File: src/rtl/egg_timer_pkg.sv
// Shared definitions for the egg-timer controller and datapath: state codes,
// BCD digit types and the small BCD helpers used by the count register.
package egg_timer_pkg;

    localparam int BCD_W = 4;

    localparam logic [2:0] ST_SET_SEC     = 3'd0;
    localparam logic [2:0] ST_SET_MIN     = 3'd1;
    localparam logic [2:0] ST_TIMER       = 3'd2;
    localparam logic [2:0] ST_READY       = 3'd3;
    localparam logic [2:0] ST_RESET       = 3'd4;
    localparam logic [2:0] ST_FLASH_ON    = 3'd5;
    localparam logic [2:0] ST_FLASH_OFF   = 3'd6;
    localparam logic [2:0] ST_SETTING_MIN = 3'd7;

    localparam logic [6:0] SEG_BLANK = 7'h7F;

    typedef logic [BCD_W-1:0] bcd_t;

    typedef struct packed {
        bcd_t min_t;
        bcd_t min_o;
        bcd_t sec_t;
        bcd_t sec_o;
    } count_t;

    function automatic bcd_t bcd_clamp(input bcd_t v, input bcd_t max_v);
        return (v > max_v) ? max_v : v;
    endfunction

    // One-second BCD decrement of MM:SS; caller guarantees the count is non-zero.
    function automatic count_t bcd_dec(input count_t c);
        count_t r;
        r = c;
        if (c.sec_o != 4'd0) begin
            r.sec_o = c.sec_o - 4'd1;
        end else begin
            r.sec_o = 4'd9;
            if (c.sec_t != 4'd0) begin
                r.sec_t = c.sec_t - 4'd1;
            end else begin
                r.sec_t = 4'd5;
                if (c.min_o != 4'd0) begin
                    r.min_o = c.min_o - 4'd1;
                end else begin
                    r.min_o = 4'd9;
                    r.min_t = c.min_t - 4'd1;
                end
            end
        end
        return r;
    endfunction

endpackage

File: src/rtl/egg_timer_datapath_seg7_decoder.sv
// BCD to active-low seven-segment decoder, segment order {g,f,e,d,c,b,a}.
// Non-decimal codes 10-15 light nothing.
module seg7_decoder
    import egg_timer_pkg::*;
(
    input  logic [BCD_W-1:0] bcd_i,
    output logic [6:0]       seg_o
);

    always_comb begin
        seg_o = SEG_BLANK;
        case (bcd_i)
            4'd0: seg_o = 7'b1000000;
            4'd1: seg_o = 7'b1111001;
            4'd2: seg_o = 7'b0100100;
            4'd3: seg_o = 7'b0110000;
            4'd4: seg_o = 7'b0011001;
            4'd5: seg_o = 7'b0010010;
            4'd6: seg_o = 7'b0000010;
            4'd7: seg_o = 7'b1111000;
            4'd8: seg_o = 7'b0000000;
            4'd9: seg_o = 7'b0010000;
            default: seg_o = SEG_BLANK;
        endcase
    end

endmodule

File: src/rtl/egg_timer_datapath.sv
// Egg-timer datapath: BCD MM:SS count loaded from the switches, 1 Hz countdown
// driven by the controller state code, seven-segment display and flash LEDs.
module egg_timer_datapath
    import egg_timer_pkg::*;
#(
    parameter int CLK_HZ = 50000000,
    parameter int LED_W  = 10
) (
    input  logic             clk,
    input  logic             rst_n,
    input  logic [2:0]       state,
    input  logic [7:0]       sw,
    output logic [6:0]       hex0,
    output logic [6:0]       hex1,
    output logic [6:0]       hex2,
    output logic [6:0]       hex3,
    output logic [LED_W-1:0] ledr,
    output logic             done
);

    localparam int PW = (CLK_HZ > 2) ? $clog2(CLK_HZ) : 1;
    localparam logic [PW-1:0] PRESC_MAX = PW'(CLK_HZ - 1);

    count_t           count_q, count_d;
    logic [PW-1:0]    presc_q, presc_d;
    logic             done_q, done_d;
    logic [LED_W-1:0] ledr_q, ledr_d;
    logic             blank_q, blank_d;

    logic tick;
    logic count_zero;
    count_t count_dec;

    assign tick       = (presc_q == PRESC_MAX);
    assign count_zero = (count_q == '0);
    assign count_dec  = bcd_dec(count_q);

    always_comb begin
        count_d = count_q;
        presc_d = presc_q;
        done_d  = done_q;
        ledr_d  = (state == ST_FLASH_ON) ? {LED_W{1'b1}} : '0;
        blank_d = (state == ST_FLASH_OFF);
        case (state)
            ST_RESET: begin
                count_d = '0;
                presc_d = '0;
                done_d  = 1'b0;
            end
            ST_SET_SEC: begin
                count_d.sec_t = bcd_clamp(sw[7:4], 4'd5);
                count_d.sec_o = bcd_clamp(sw[3:0], 4'd9);
                presc_d       = '0;
                done_d        = 1'b0;
            end
            ST_SETTING_MIN, ST_SET_MIN: begin
                count_d.min_t = bcd_clamp(sw[7:4], 4'd9);
                count_d.min_o = bcd_clamp(sw[3:0], 4'd9);
                presc_d       = '0;
                done_d        = 1'b0;
            end
            ST_READY: begin
                presc_d = '0;
            end
            ST_TIMER: begin
                presc_d = tick ? '0 : presc_q + PW'(1);
                // An expired count sits at 00:00; the final decrement flags done on the same edge.
                if (count_zero) begin
                    done_d = 1'b1;
                end else if (tick) begin
                    count_d = count_dec;
                    if (count_dec == '0) begin
                        done_d = 1'b1;
                    end
                end
            end
            ST_FLASH_ON, ST_FLASH_OFF: begin
            end
        endcase
    end

    always_ff @(posedge clk) begin
        if (!rst_n) begin
            count_q <= '0;
            presc_q <= '0;
            done_q  <= 1'b0;
            ledr_q  <= '0;
            blank_q <= 1'b0;
        end else begin
            count_q <= count_d;
            presc_q <= presc_d;
            done_q  <= done_d;
            ledr_q  <= ledr_d;
            blank_q <= blank_d;
        end
    end

    bcd_t       digit_arr [4];
    logic [6:0] seg_arr   [4];
    logic [6:0] hex_arr   [4];

    assign digit_arr[0] = count_q.sec_o;
    assign digit_arr[1] = count_q.sec_t;
    assign digit_arr[2] = count_q.min_o;
    assign digit_arr[3] = count_q.min_t;

    generate
        for (genvar gi = 0; gi < 4; gi++) begin : g_digit
            seg7_decoder u_dec (
                .bcd_i (digit_arr[gi]),
                .seg_o (seg_arr[gi])
            );
            assign hex_arr[gi] = blank_q ? SEG_BLANK : seg_arr[gi];
        end
    endgenerate

    assign hex0 = hex_arr[0];
    assign hex1 = hex_arr[1];
    assign hex2 = hex_arr[2];
    assign hex3 = hex_arr[3];
    assign ledr = ledr_q;
    assign done = done_q;

endmodule

File: config.mk
export PLATFORM = sky130hd
export DESIGN_NAME = egg_timer_datapath
export DESIGN_NICKNAME = d
export VERILOG_FILES = /design/src/rtl/egg_timer_pkg.sv /design/src/rtl/egg_timer_datapath_seg7_decoder.sv /design/src/rtl/egg_timer_datapath.sv
export SDC_FILE = /design/constraint.sdc
export NUM_CORES = 1
export LEC_CHECK = 0
export CORE_AREA = 10 10 99 101
export DETAILED_ROUTE_END_ITERATION = 6
export DIE_AREA = 0 0 109 111
export GPL_ROUTABILITY_DRIVEN = 0
export PLACE_DENSITY = 0.95
export SLEW_MARGIN = 20
export SYNTH_ARGS = -nofsm -noshare
export SYNTH_HDL_FRONTEND = slang
export SYNTH_SLANG_ARGS = --single-unit
export TNS_END_PERCENT = 1
File: constraint.sdc
create_clock -name clk -period 7.8 [get_ports clk]
set_input_delay 1.17 -clock clk [delete_from_list [all_inputs] [get_ports clk]]
set_output_delay 1.17 -clock clk [all_outputs]
set_load 0.01 [all_outputs]
Fig. 1: layout detail
Bar = 5 um. Region (44, 68) to (64, 88) um. Cells in gray, sequential cells in the stronger gray; small squares are vias.
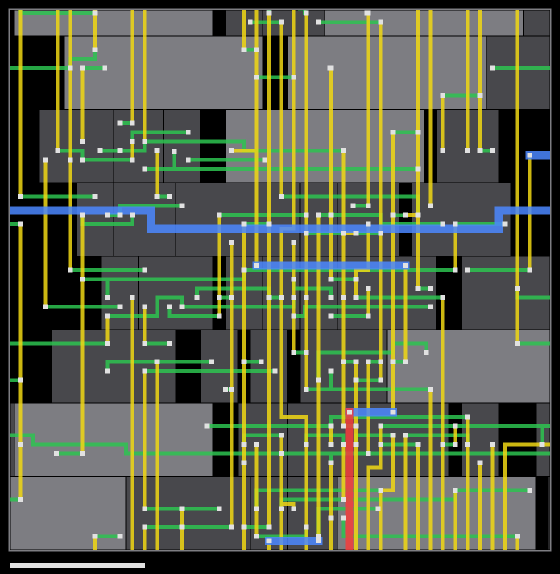
layer	color
M2	yellow
M3	blue
M4	red
M1	green
most frequent	dfxtp_1 (7), nand2_1 (4), ha_1 (4)
netlist names of flops here include	`count_q` (3), `g_digit.u_dec.seg_o` (3)
sequential cells in the window	7
cells with their middle in the window	35

Fig. 2: routed metal, one color a layer
Bar = 20 um.
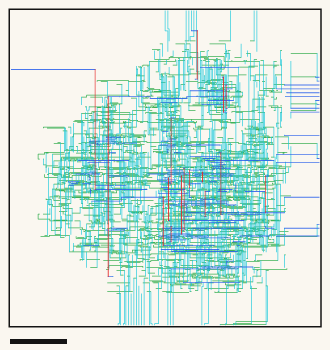
layer	color	wire length
M3	blue	1030 um
M2	cyan	6210 um
M4	red	299 um
M1	green	4720 um

Fig. 3: routing congestion map
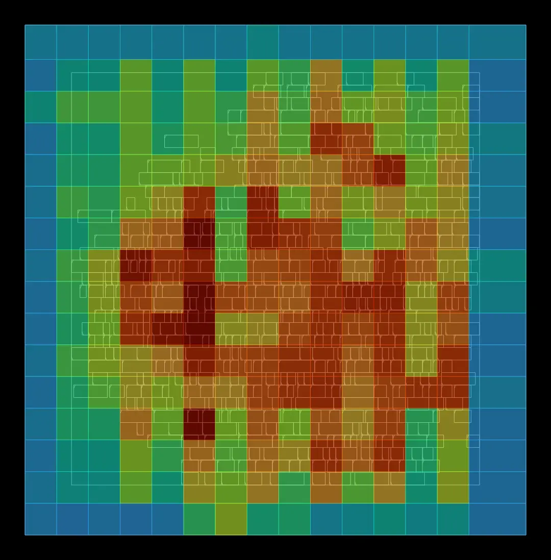
DR WL/cell: 17.30 um
met1 Usage GRT: 23.45%
met3 usage: 4.128%
Core Util, Final: 68.06%

Fig. 4: gate-type map
Bar = 20 um.
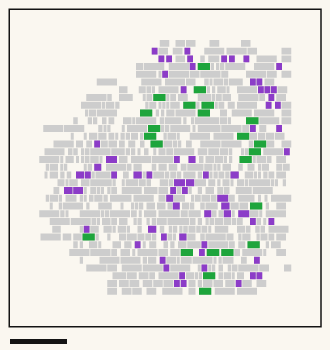
family	color	cells
and/or cells	purple	67
fa/ha/maj cells	green	23

==> results.py <==
# Physical implementation metrics
metrics = {
    "setup_path": {
        "cp_data_required_time_ns": 8.07,
    },
    "logic_synthesis": {
        "synth_top_area_share_pct": 30.70,
        "post-synth-top-count-cell": "dfxtp_1",
        "syn-cell-area_sq_mm": 0.004761,
        "ys.warnings.count": 0,
    },
    "finish": {
        "fin_nets": 634,
    },
    "cts": {
        "cts_max_level": 3,
        "path_clk_slew_ns": 0.09,
        "clockBufferDepth": 2,
        "cts_tree": "built",
        "clock_sinks": 73,
    },
    "power": {
        "leakage_nw": 2.103,
    },
    "floorplan": {
        "fp.dieW_um": 109,
        "dieArea_sq_mm": 0.01210,
        "initCoreUtil_pct": 59.74,
    },
    "route": {
        "top_layer_used": "met4",
        "vias": 4464,
        "detail_route.first_pass.iterations": 6,
        "vias_per_cell": 6.305,
    },
    "outcome": {
        "status": "finished clean",
    },
}
==> state kept, by name (all words and copies together), names as in the netlist <==
register             cells
done                     1
blank_q                  1
count_q                 16
presc_q                 26
ledr                     1
g_digit.u_dec.seg_o     28
==> critical path: stages <==
cell,delay (ns)
clkdlybuf4s50_1,0.76
nor3b_2,0.89
nand4_2,0.41
a21oi_1,0.48
a22o_1,0.22
nand2_1,0.16
ha_1,0.38
nor2_1,0.06
a221oi_1,0.32
==> metrics by stage <==
| stage | std cells | worst slack [ns] | area (sq um) |
|---|---|---|---|
| final | 708 | 3.210 | 5424 |
| after global routing | 708 | 2.925 | 5424 |
| after CTS | 708 | 3.286 | 5424 |
| after detailed placement | 692 | 2.914 | 5238 |
| after global placement | 692 | 3.142 | 5238 |
| after floorplan | 567 | 4.277 | 4761 |
==> cell usage in the layout (no fill, tap or decap), drive strengths merged, types with 4 or more instances in the layout <==
master          n
a211oi          7
a21o            5
a21oi          25
a22oi           6
a31oi           5
and2            6
and3            7
and4            6
clkbuf          9
clkdlybuf4s50  51
dfxtp          73
ha             23
inv            33
mux2i           7
nand2          46
nand2b          7
nand3          18
nand4          10
nand4b          4
nor2           58
nor2b           4
nor3           20
nor3b           4
nor4           10
o211ai          6
o21a           10
o21ai          22
o22ai           9
o32ai           5
or2            31
or3             6
or4             7
xnor2           9
xor2            9
==> final timing paths <==
| check | slack (ns) | end | depth (start not counted) |
|---|---|---|---|
| max | 3.21 | g_digit[2].u_dec.seg_o[3] | 9 |
| min | 0.48 | presc_q[1] | 2 |
| max reg2reg | 4.55 | g_digit[2].u_dec.seg_o[3] | 10 |
| min reg2reg | 0.48 | presc_q[1] | 2 |
==> cell families (layout without fill, tap and decap cells) <==
kind of cell             Yosys count  in the layout  share of synthesized area (%)
multiplexers                      10             10                          2.444
XOR/XNOR                          18             18                          3.312
buffers and inverters             62             98                          6.071
adder cells (fa/ha/maj)           23             23                          6.045
AND-OR/OR-AND                    129            129                          20.66
AND/OR/NAND/NOR                  252            252                          30.77
flip-flops                        73             73                          30.70
==> metal layers <==
metal  vias to the layer above  track usage, %
li1                       2093               -
met1                      2082           23.45
met2                       254           35.33
met3                        35           4.128
met4                         0           7.036
met5                         -               0
==> report_power, final <==
group          total, mW  internal (mW)  switching [mW]
clock              0.288          0.122           0.166
sequential         0.401          0.389          0.0116
combinational      0.193         0.0881           0.105
total              0.882          0.600           0.282
==> area by class of cell <==
class / count / area, sq um
Timing Repair Buffer: 53 / 525.5
Clock buffer: 9 / 123.9
Fill cell: 589 / 2545
Tap cell: 105 / 131.4
Clock inverter: 7 / 62.56
Sequential cell: 73 / 1461
Multi-Input combinational cell: 432 / 3010
Inverter: 29 / 108.9
No activity file was given, so power comes from the tool's default toggle rates.
